$ cat src/rtl/decode_execute_register_if.sv
// Decode-to-Execute bundle: decoded controls and operands in, registered copies out.
interface decode_execute_register_if;
    logic        stall;
    logic        flush;
    logic        wbs_in;
    logic        mm_in;
    logic [2:0]  ALUop_in;
    logic        wm_in;
    logic        am_in;
    logic        ni_in;
    logic        wme_in;
    logic        wme1_in;
    logic [15:0] srcA_in;
    logic [15:0] srcB_in;
    logic        wbs_out;
    logic        mm_out;
    logic [2:0]  ALUop_out;
    logic        wm_out;
    logic        am_out;
    logic        ni_out;
    logic        wme_out;
    logic        wme1_out;
    logic [15:0] srcA_out;
    logic [15:0] srcB_out;

    // Decode stage / hazard unit side
    modport master (
        output stall, flush,
        output wbs_in, mm_in, ALUop_in, wm_in, am_in, ni_in, wme_in, wme1_in, srcA_in, srcB_in,
        input  wbs_out, mm_out, ALUop_out, wm_out, am_out, ni_out, wme_out, wme1_out,
        input  srcA_out, srcB_out
    );

    // Pipeline register side
    modport slave (
        input  stall, flush,
        input  wbs_in, mm_in, ALUop_in, wm_in, am_in, ni_in, wme_in, wme1_in, srcA_in, srcB_in,
        output wbs_out, mm_out, ALUop_out, wm_out, am_out, ni_out, wme_out, wme1_out,
        output srcA_out, srcB_out
    );
endinterface

$ cat src/rtl/decode_execute_register.sv
// Decode/Execute pipeline register: one-cycle capture with stall (hold) and flush (bubble).
module decode_execute_register (
    input  logic                           clk,
    input  logic                           rst_n,
    decode_execute_register_if.slave       de_if
);

    typedef struct packed {
        logic        wbs;
        logic        mm;
        logic [2:0]  alu_op;
        logic        wm;
        logic        am;
        logic        ni;
        logic        wme;
        logic        wme1;
        logic [15:0] src_a;
        logic [15:0] src_b;
    } de_fields_t;

    de_fields_t fields_d;
    de_fields_t fields_q;
    de_fields_t fields_in;

    always_comb begin
        fields_in.wbs    = de_if.wbs_in;
        fields_in.mm     = de_if.mm_in;
        fields_in.alu_op = de_if.ALUop_in;
        fields_in.wm     = de_if.wm_in;
        fields_in.am     = de_if.am_in;
        fields_in.ni     = de_if.ni_in;
        fields_in.wme    = de_if.wme_in;
        fields_in.wme1   = de_if.wme1_in;
        fields_in.src_a  = de_if.srcA_in;
        fields_in.src_b  = de_if.srcB_in;
    end

    // Flush wins over stall so a bubble can be injected into a stalled stage.
    always_comb begin
        fields_d = fields_q;
        if (de_if.flush) begin
            fields_d = '0;
        end else if (!de_if.stall) begin
            fields_d = fields_in;
        end
    end

    always_ff @(posedge clk or negedge rst_n) begin
        if (!rst_n) begin
            fields_q <= '0;
        end else begin
            fields_q <= fields_d;
        end
    end

    assign de_if.wbs_out   = fields_q.wbs;
    assign de_if.mm_out    = fields_q.mm;
    assign de_if.ALUop_out = fields_q.alu_op;
    assign de_if.wm_out    = fields_q.wm;
    assign de_if.am_out    = fields_q.am;
    assign de_if.ni_out    = fields_q.ni;
    assign de_if.wme_out   = fields_q.wme;
    assign de_if.wme1_out  = fields_q.wme1;
    assign de_if.srcA_out  = fields_q.src_a;
    assign de_if.srcB_out  = fields_q.src_b;

endmodule

$ cat src/flat_wrapper.sv
// flat-port wrapper written by rule: the top's interface ports become plain ports
module decode_execute_register_flat 
  (clk, rst_n, de_if_stall, de_if_flush, de_if_wbs_in, de_if_mm_in, de_if_ALUop_in, de_if_wm_in, de_if_am_in, de_if_ni_in, de_if_wme_in, de_if_wme1_in, de_if_srcA_in, de_if_srcB_in, de_if_wbs_out, de_if_mm_out, de_if_ALUop_out, de_if_wm_out, de_if_am_out, de_if_ni_out, de_if_wme_out, de_if_wme1_out, de_if_srcA_out, de_if_srcB_out);
  decode_execute_register_if de_if_i ();
  input  logic clk;
  input  logic rst_n;
  input wire logic [$bits(de_if_i.stall)-1:0] de_if_stall;
  input wire logic [$bits(de_if_i.flush)-1:0] de_if_flush;
  input wire logic [$bits(de_if_i.wbs_in)-1:0] de_if_wbs_in;
  input wire logic [$bits(de_if_i.mm_in)-1:0] de_if_mm_in;
  input wire logic [$bits(de_if_i.ALUop_in)-1:0] de_if_ALUop_in;
  input wire logic [$bits(de_if_i.wm_in)-1:0] de_if_wm_in;
  input wire logic [$bits(de_if_i.am_in)-1:0] de_if_am_in;
  input wire logic [$bits(de_if_i.ni_in)-1:0] de_if_ni_in;
  input wire logic [$bits(de_if_i.wme_in)-1:0] de_if_wme_in;
  input wire logic [$bits(de_if_i.wme1_in)-1:0] de_if_wme1_in;
  input wire logic [$bits(de_if_i.srcA_in)-1:0] de_if_srcA_in;
  input wire logic [$bits(de_if_i.srcB_in)-1:0] de_if_srcB_in;
  output wire logic [$bits(de_if_i.wbs_out)-1:0] de_if_wbs_out;
  output wire logic [$bits(de_if_i.mm_out)-1:0] de_if_mm_out;
  output wire logic [$bits(de_if_i.ALUop_out)-1:0] de_if_ALUop_out;
  output wire logic [$bits(de_if_i.wm_out)-1:0] de_if_wm_out;
  output wire logic [$bits(de_if_i.am_out)-1:0] de_if_am_out;
  output wire logic [$bits(de_if_i.ni_out)-1:0] de_if_ni_out;
  output wire logic [$bits(de_if_i.wme_out)-1:0] de_if_wme_out;
  output wire logic [$bits(de_if_i.wme1_out)-1:0] de_if_wme1_out;
  output wire logic [$bits(de_if_i.srcA_out)-1:0] de_if_srcA_out;
  output wire logic [$bits(de_if_i.srcB_out)-1:0] de_if_srcB_out;
  assign de_if_i.stall = de_if_stall;
  assign de_if_i.flush = de_if_flush;
  assign de_if_i.wbs_in = de_if_wbs_in;
  assign de_if_i.mm_in = de_if_mm_in;
  assign de_if_i.ALUop_in = de_if_ALUop_in;
  assign de_if_i.wm_in = de_if_wm_in;
  assign de_if_i.am_in = de_if_am_in;
  assign de_if_i.ni_in = de_if_ni_in;
  assign de_if_i.wme_in = de_if_wme_in;
  assign de_if_i.wme1_in = de_if_wme1_in;
  assign de_if_i.srcA_in = de_if_srcA_in;
  assign de_if_i.srcB_in = de_if_srcB_in;
  assign de_if_wbs_out = de_if_i.wbs_out;
  assign de_if_mm_out = de_if_i.mm_out;
  assign de_if_ALUop_out = de_if_i.ALUop_out;
  assign de_if_wm_out = de_if_i.wm_out;
  assign de_if_am_out = de_if_i.am_out;
  assign de_if_ni_out = de_if_i.ni_out;
  assign de_if_wme_out = de_if_i.wme_out;
  assign de_if_wme1_out = de_if_i.wme1_out;
  assign de_if_srcA_out = de_if_i.srcA_out;
  assign de_if_srcB_out = de_if_i.srcB_out;
  decode_execute_register u_core (.clk(clk), .rst_n(rst_n), .de_if(de_if_i));
endmodule
$ cat config.mk
export PLATFORM = sky130hd
export DESIGN_NAME = decode_execute_register_flat
export DESIGN_NICKNAME = d
export VERILOG_FILES = /design/src/rtl/decode_execute_register_if.sv /design/src/rtl/decode_execute_register.sv /design/src/flat_wrapper.sv
export SDC_FILE = /design/constraint.sdc
export NUM_CORES = 1
export LEC_CHECK = 0
export ABC_CLOCK_PERIOD_IN_PS = 800
export CAP_MARGIN = 20
export CORE_UTILIZATION = 30
export CTS_CLUSTER_SIZE = 20
export DETAILED_ROUTE_END_ITERATION = 8
export SLEW_MARGIN = 20
export SYNTH_ARGS = -nofsm -noshare
export SYNTH_HDL_FRONTEND = slang
export SYNTH_SLANG_ARGS = --single-unit
$ cat constraint.sdc
create_clock -name clk -period 0.8 [get_ports clk]
set_input_delay 0.08 -clock clk [delete_from_list [all_inputs] [get_ports clk]]
set_output_delay 0.08 -clock clk [all_outputs]
set_load 0.01 [all_outputs]
==> flow_summary_export.csv <==
group,metric,value,unit
run_status,status,"finished, violations left",
run_status,violations,"setup timing",
grt,grt_max_degree,43,
critical_path,crit_cells,1,
yosys,synthCells,136,
grt,grt_overflow,0,
critical_path,path_cells,"buf_2",
yosys,fa_ha_area_frac,0,
critical_path,cpMaxStageDelayCell,"dfrtp_1",
drt,drtIter0Drc,30,
yosys,yosys_warnings,0,
critical_path,worstSetupEndpoint,"de_if_srcB_out[9]",
sta,setup_viol,45,
grt,grt_pass1_vias,1321,
critical_path,worstPathRequired,720,ps
yosys,ys_sh_simple,0.0904,
cts,clock_sinks,42,
place,dpl.hpwl,2700,um
cts,cts-root-buf,"clkbuf_8",
place,postPlaceCellArea,0.00269,sq mm
cts,hold_buffers,1,
grt,antenna_found_initial,0,
yosys,logic_family,"multiplexers",
floorplanning,chip_area,0.00612,sq mm
drt,antenna_left,0,
place,place_worst_setup_slack,-243,ps
yosys,ys_top_cells_by_count,"dfrtp_1 (42), mux2i_1 (42), nor2_1 (42)",
sta,relSlewSlack,0.888,
critical_path,worstPathMaxFanout,2,
power,power,0.00452,W
sta,maxSlewViolCount,0,
sta,period_used_share,1.13,
yosys,ys_seq_share,0.603,
critical_path,cp.arrival,830,ps
sta,setup_slack,-106,ps
yosys,syn_area,0.00174,sq mm
yosys,ys_cells,136,
min_path,hold_class,"in2async",
yosys,fp_nets,182,
cts,post_cts_resized,170,
yosys,async_reset_ff_frac,1.00,
cts,post_cts_buffers,1,
floorplanning,dieHeight,78.3,um
finish,instances_no_fill,313,
yosys,mux_area_frac,0.241,
cts,cts_tree,"done",
critical_path,rr_startpoint,"u_core.de_if.ALUop_out[0]$_DFFE_PN0P_",
cts,numCtsBuffers,5,
yosys,synth-edff-count,0,
floorplanning,rows,27,
finish,antennaDiodeCount,0,
critical_path,r2r_slack,-10,ps
critical_path,cp_top_family,"flip-flops",
finish,fin_nets,286,
place,place_congestion,0.692,
sta,hold_viol,0,
sta,whs,291,ps
floorplanning,ios,88,
critical_path,cp_num_buf_inv,1,
yosys,topCellsByArea,"dfrtp_1 (60%), mux2i_1 (24%), nor2_1 (9.0%)",
yosys,ys_sh_aoi,0,
critical_path,worstReg2RegEnd,"u_core.de_if.ALUop_out[0]$_DFFE_PN0P_",
critical_path,critPathKind,"reg2out",
critical_path,startpoint,"u_core.de_if.srcB_out[9]$_DFFE_PN0P_",
finish,finish.instance_area,0.00270,sq mm
yosys,yosysChipArea,0.00174,sq mm
finish,mostFrequentLayoutCell,"clkdlybuf4s50_1",
[report_power, final]
part / total (W) / internal [W] / switching, W
clock: 0.00137 / 0.000696 / 0.000673
sequential: 0.00230 / 0.00224 / 0.0000634
combinational: 0.000845 / 0.000496 / 0.000349
total: 0.00452 / 0.00343 / 0.00109
[final cells by class]
| class | count | area, sq um |
|---|---|---|
| Multi-Input combinational cell | 84 | 578 |
| Clock inverter | 1 | 5.00 |
| Timing Repair Buffer | 107 | 888 |
| Sequential cell | 42 | 1050 |
| Tap cell | 72 | 90.1 |
| Clock buffer | 7 | 86.3 |
| Fill cell | 551 | 2840 |
[per-layer routing]
layer	routed length, um	part of all wire	global-route usage
met1	1660	0.42	0.170
met2	1930	0.49	0.207
met3	362	0.091	0.0512
met4	27	0.0068	0.0481
met5	0	0	0
Layout detail:
Bar = 10 um. Region (7, 7) to (32, 32) um. Cells in grey, sequential cells in the stronger grey; small squares are vias.
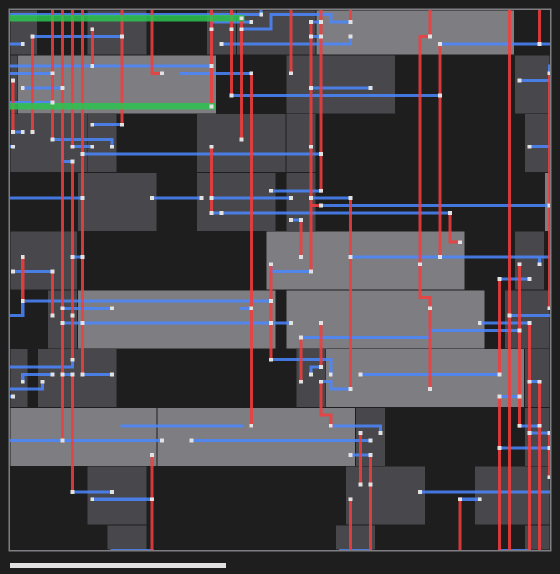
layer	colour
met1	blue
met2	red
met3	green
cells with their middle in the window	32
most frequent	nor2_1 (8), dfrtp_1 (8), mux2i_1 (7)
sequential cells in the window	8

Logic cells by family:
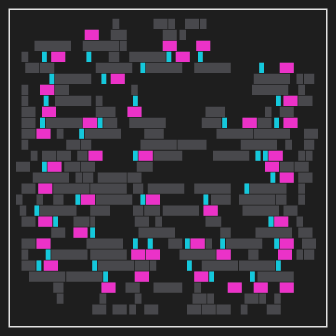
family	colour	cells	most used	where
NOR gates	cyan	42	nor2_1	spread over the die
multiplexers	magenta	42	mux2i_1	spread over the die

Register map, names as in the netlist:
Bar = 20 um. Other sequential cells in the stronger grey, the rest of the logic in the fainter grey.
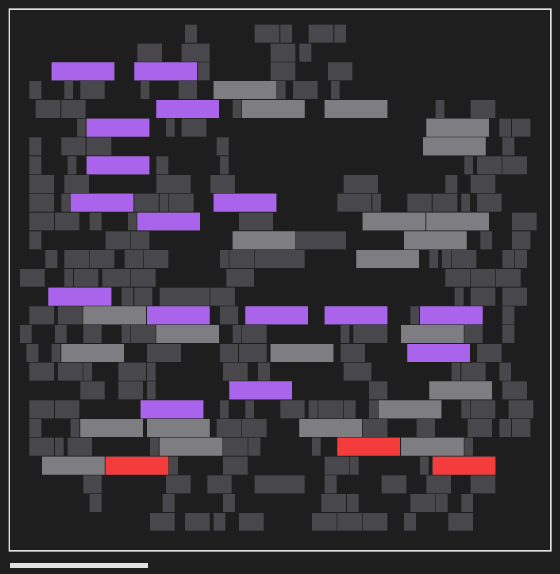
name in the netlist	colour	placed flops
`u_core.de_if.srcB_out`	purple	16
`u_core.de_if.ALUop_out`	red	3
sequential power: 0.00230 W
Seq area share: 0.389
register area: 0.00105 sq mm

Routing congestion:
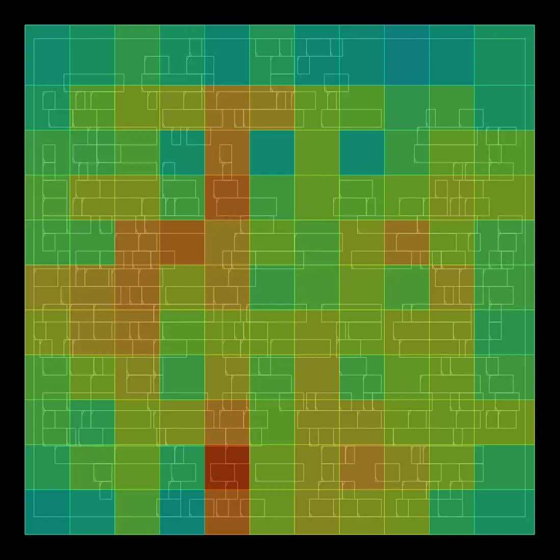
met2 Use GR: 0.207
met3 usage: 0.0512
drt wl/cell: 12.7 um
met1 Track Usage GR: 0.170
Final Util: 0.487

Power and IR drop assume default switching activity.
